==> config.mk <==
export PLATFORM = sky130hd
export DESIGN_NAME = inst_fetch_queue_flat
export DESIGN_NICKNAME = d
export VERILOG_FILES = /design/src/rtl/inst_fetch_queue_pkg.sv /design/src/rtl/inst_fetch_queue_if.sv /design/src/rtl/inst_queue_fifo.sv /design/src/rtl/inst_fetch_queue.sv /design/src/flat_wrapper.sv
export SDC_FILE = /design/constraint.sdc
export NUM_CORES = 1
export LEC_CHECK = 0
export ABC_AREA = 0
export CAP_MARGIN = 20
export CORE_MARGIN = 5
export CORE_UTILIZATION = 40
export DETAILED_ROUTE_END_ITERATION = 8
export PLACE_DENSITY = 0.72
export SYNTH_ARGS = -nofsm -noshare
export SYNTH_HDL_FRONTEND = slang
export SYNTH_SLANG_ARGS = --single-unit
==> constraint.sdc <==
create_clock -name i_clock -period 3.7 [get_ports i_clock]
set_clock_uncertainty 0.2 [all_clocks]
set_input_delay 0.37 -clock i_clock [delete_from_list [all_inputs] [get_ports i_clock]]
set_output_delay 0.37 -clock i_clock [all_outputs]
set_load 0.1 [all_outputs]
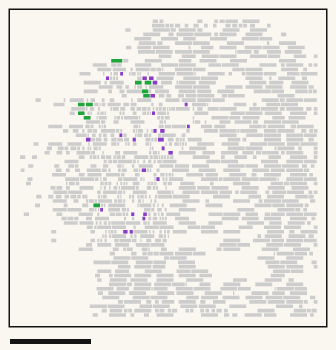
**Above:** logic cells by family.
Bar = 50 µm.
| family | color | cells |
|---|---|---|
| AND and OR gates | purple | 25 |
| adder and majority cells | green | 10 |
Comb/total area: 23.6%
Post-Layout Cell Count: 1,488

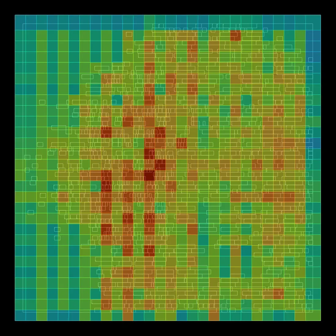
**Above:** track usage over the die.
DR WL/cell: 21.2 µm
met1 usage: 22.7%
met3 track demand over resource: 4.07%
total global-route track usage: 16.3%
GR peak layer: met2

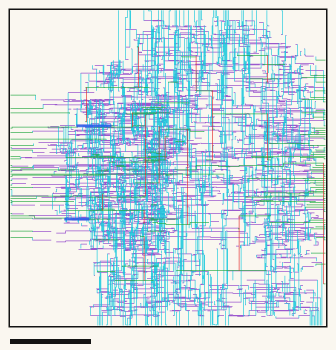
**Above:** wiring by layer.
Bar = 50 µm.
| layer | color | wire length |
|---|---|---|
| met5 | blue | 34.0 µm |
| met1 | purple | 13,600 µm |
| met2 | cyan | 15,100 µm |
| met4 | red | 478 µm |
| met3 | green | 2,270 µm |
vias: 7,957
Post-Route WL: 31,500 µm

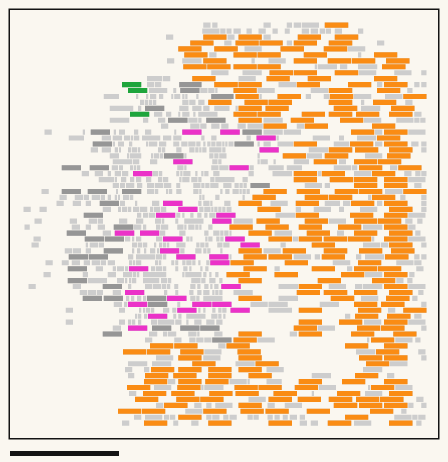
**Above:** register map, names as in the netlist.
Bar = 50 µm.
| netlist name | color | placed flops |
|---|---|---|
| u_core.bus.cache_addr | magenta | 32 |
| u_core.u_queue.mem | orange | 256 |
| u_core.u_queue.count | green | 3 |
not colored: 38
Power Sequential: 5.30 mW
sequential share of cell area: 55.4%

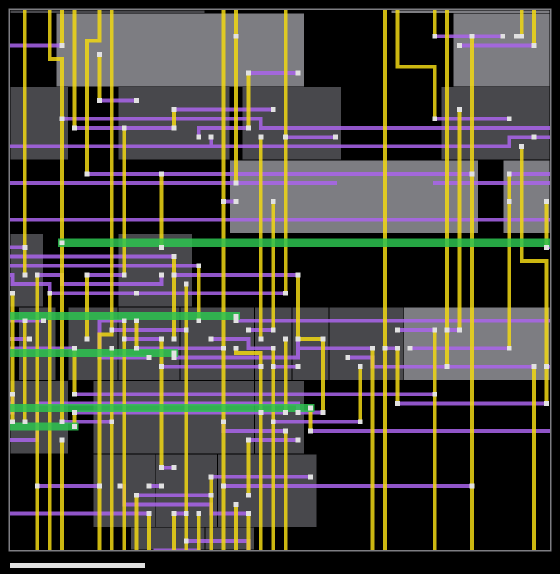
**Above:** a small window of the routed layout.
Bar = 5 µm. Window x 88 to 108, y 127 to 147 µm. Cells in gray, sequential cells in the stronger gray; small squares are vias.
| layer | color |
|---|---|
| met2 | yellow |
| met3 | green |
| met1 | purple |
sequential cells in the window: 3
most frequent: dfrtp_1 (3)
cells with their middle in the window: 22

==> flow_summary.json <==
{
  "synth_cells": 824,
  "clk_transition_reported_paths_ns": 0.06,
  "clkSinkCount": 329,
  "critPathArrivalTime_ns": 2.38,
  "finalMaxSlewViolations": 0,
  "status": "complete, no violations",
  "final_net_count": 1088,
  "fillers": 2847,
  "antennaDiodeCount": 0,
  "synthArstFlopShare_pct": 22.2,
  "fp_util_pct": 40.3,
  "drc": 0,
  "ys_warn_count": 0,
  "powerDensity_nw_per_um2": 857,
  "r2r_slack_ns": 0.87,
  "edf_count": 256,
  "required_ns": 3.13,
  "worstMarginPinSlew_ns": 1.03,
  "pin_count": 168,
  "chipArea_um2": 38400,
  "port_buffers": 164,
  "place.gp.congestion": 0.885,
  "log.warning_count": 35,
  "post-synth-top-area-fraction_pct": 55.6,
  "rsz0062_at_grt": "no",
  "finalHoldViolations": 0,
  "endpoint_kind": "output pin",
  "die_y_um": 196,
  "dp_hpwl_um": 20900,
  "row_count": 68,
  "hp-class": "primary input to async pin",
  "lay_top_cells": "edfxtp_1 (256), buf_4 (93), clkdlybuf4s50_1 (89)",
  "setup-violations-final": 0,
  "antenna_found_initial": 2,
  "grt_pass1_wl_um": 49100,
  "tns_ns": 0,
  "yosysChipArea_um2": 13800,
  "cts_resized": 0,
  "drt-initial-drc-count": 604,
  "htree_num_levels": 2,
  "slew_headroom_pct": 31.1,
  "period_minus_slack_ns": 2.95,
  "drive_gt1_share_pct": 26.6,
  "power.static_leakage_nw": 5.90,
  "critical_path_class": "flip-flop to output pin",
  "final_core_util_pct": 50.0,
  "final_area_um2": 17200,
  "cts_max_path_buffers": 3,
  "clock_latency_ns": 0.50,
  "cts_made_buffers": 35,
  "syn_area_per_cell_um2": 16.8,
  "overflow": 0,
  "ir_worst_vdd_uv": 516,
  "logic_area_um2": 4060,
  "fin_crit_sh_pct": 79.8,
  "largest_reg_flops": 256,
  "ys_seq_share_pct": 68.8,
  "hold_buffers": 0,
  "cts_setup_buffers": 0,
  "numSynthFlops": 329,
  "grt_pass1_vias": 8196,
  "final_common_cell": "edfxtp_1",
  "crit_fanout": 4,
  "placed_area_um2": 16100,
  "synth.area.top_cells": "edfxtp_1 (56%), dfrtp_1 (13%), mux4_2 (10%)",
  "cts_tree": "yes",
  "first_pass_iters": 7,
  "ant_nets": 0,
  "area.growth.synth_to_final_pct": 24.1,
  "start_kind": "flip-flop",
  "ys_types": 75
}
-- where the power goes --
group / internal [mW] / switching [mW]
Clock: 1.99 / 1.35
Sequential: 4.60 / 0.708
Combinational: 1.71 / 4.36
-- synth_stat cells, types with 14 or more instances --
cell,count
a21oi_1,20
buf_2,14
clkbuf_1,22
dfrtp_1,73
edfxtp_1,256
inv_1,17
mux2_2,31
mux2i_1,14
mux4_2,64
nand2_1,32
nand3_1,15
nor2_1,29
nor3_1,15
o21ai_0,32
o21ai_1,14
-- worst max-delay path, stage by stage (launching register included) --
cell	delay [ns]
dfrtp_1	0.45
or3_1	0.44
clkdlybuf4s50_1	1.00
-- routing by layer --
metal / share of wire [%] / global-route usage (%)
met4: 1.5 / 3.62
met2: 48 / 26.2
met5: 0.11 / 0
met3: 7.2 / 4.07
met1: 43 / 22.7
-- through the flow --
stage | setup slack, ns | instances | hold slack, ns
CTS | 0.688 | 1488 | 0.219
floorplan | 0.204 | 824 | 0.253
global placement | 0.673 | 1426 | 0.269
global route | 0.625 | 1488 | 0.285
finish | 0.747 | 1488 | 0.209
detailed placement | 0.635 | 1426 | 0.275
-- cell families (layout without fill, tap and decap cells) --
family / after synthesis / after routing / share of synthesized area, %
and+or+nand+nor: 159 / 159 / 6.75
buffers and inverters: 67 / 276 / 2.00
muxes: 110 / 110 / 14.0
AOI/OAI and AO/OA: 142 / 142 / 7.05
xor gates and xnor gates: 7 / 7 / 0.443
adders and majority gates: 10 / 10 / 0.959
DFF: 329 / 329 / 68.8
-- cell type report --
type	instances	share of cell area [%]
multi-input combinational	428	23.6
clock buffer	42	5.38
timing repair buffer	195	10.8
clock inverter	20	1.07
inverter	19	0.415
sequential	329	55.4
tap	455	3.31
Power and IR drop assume default switching activity.
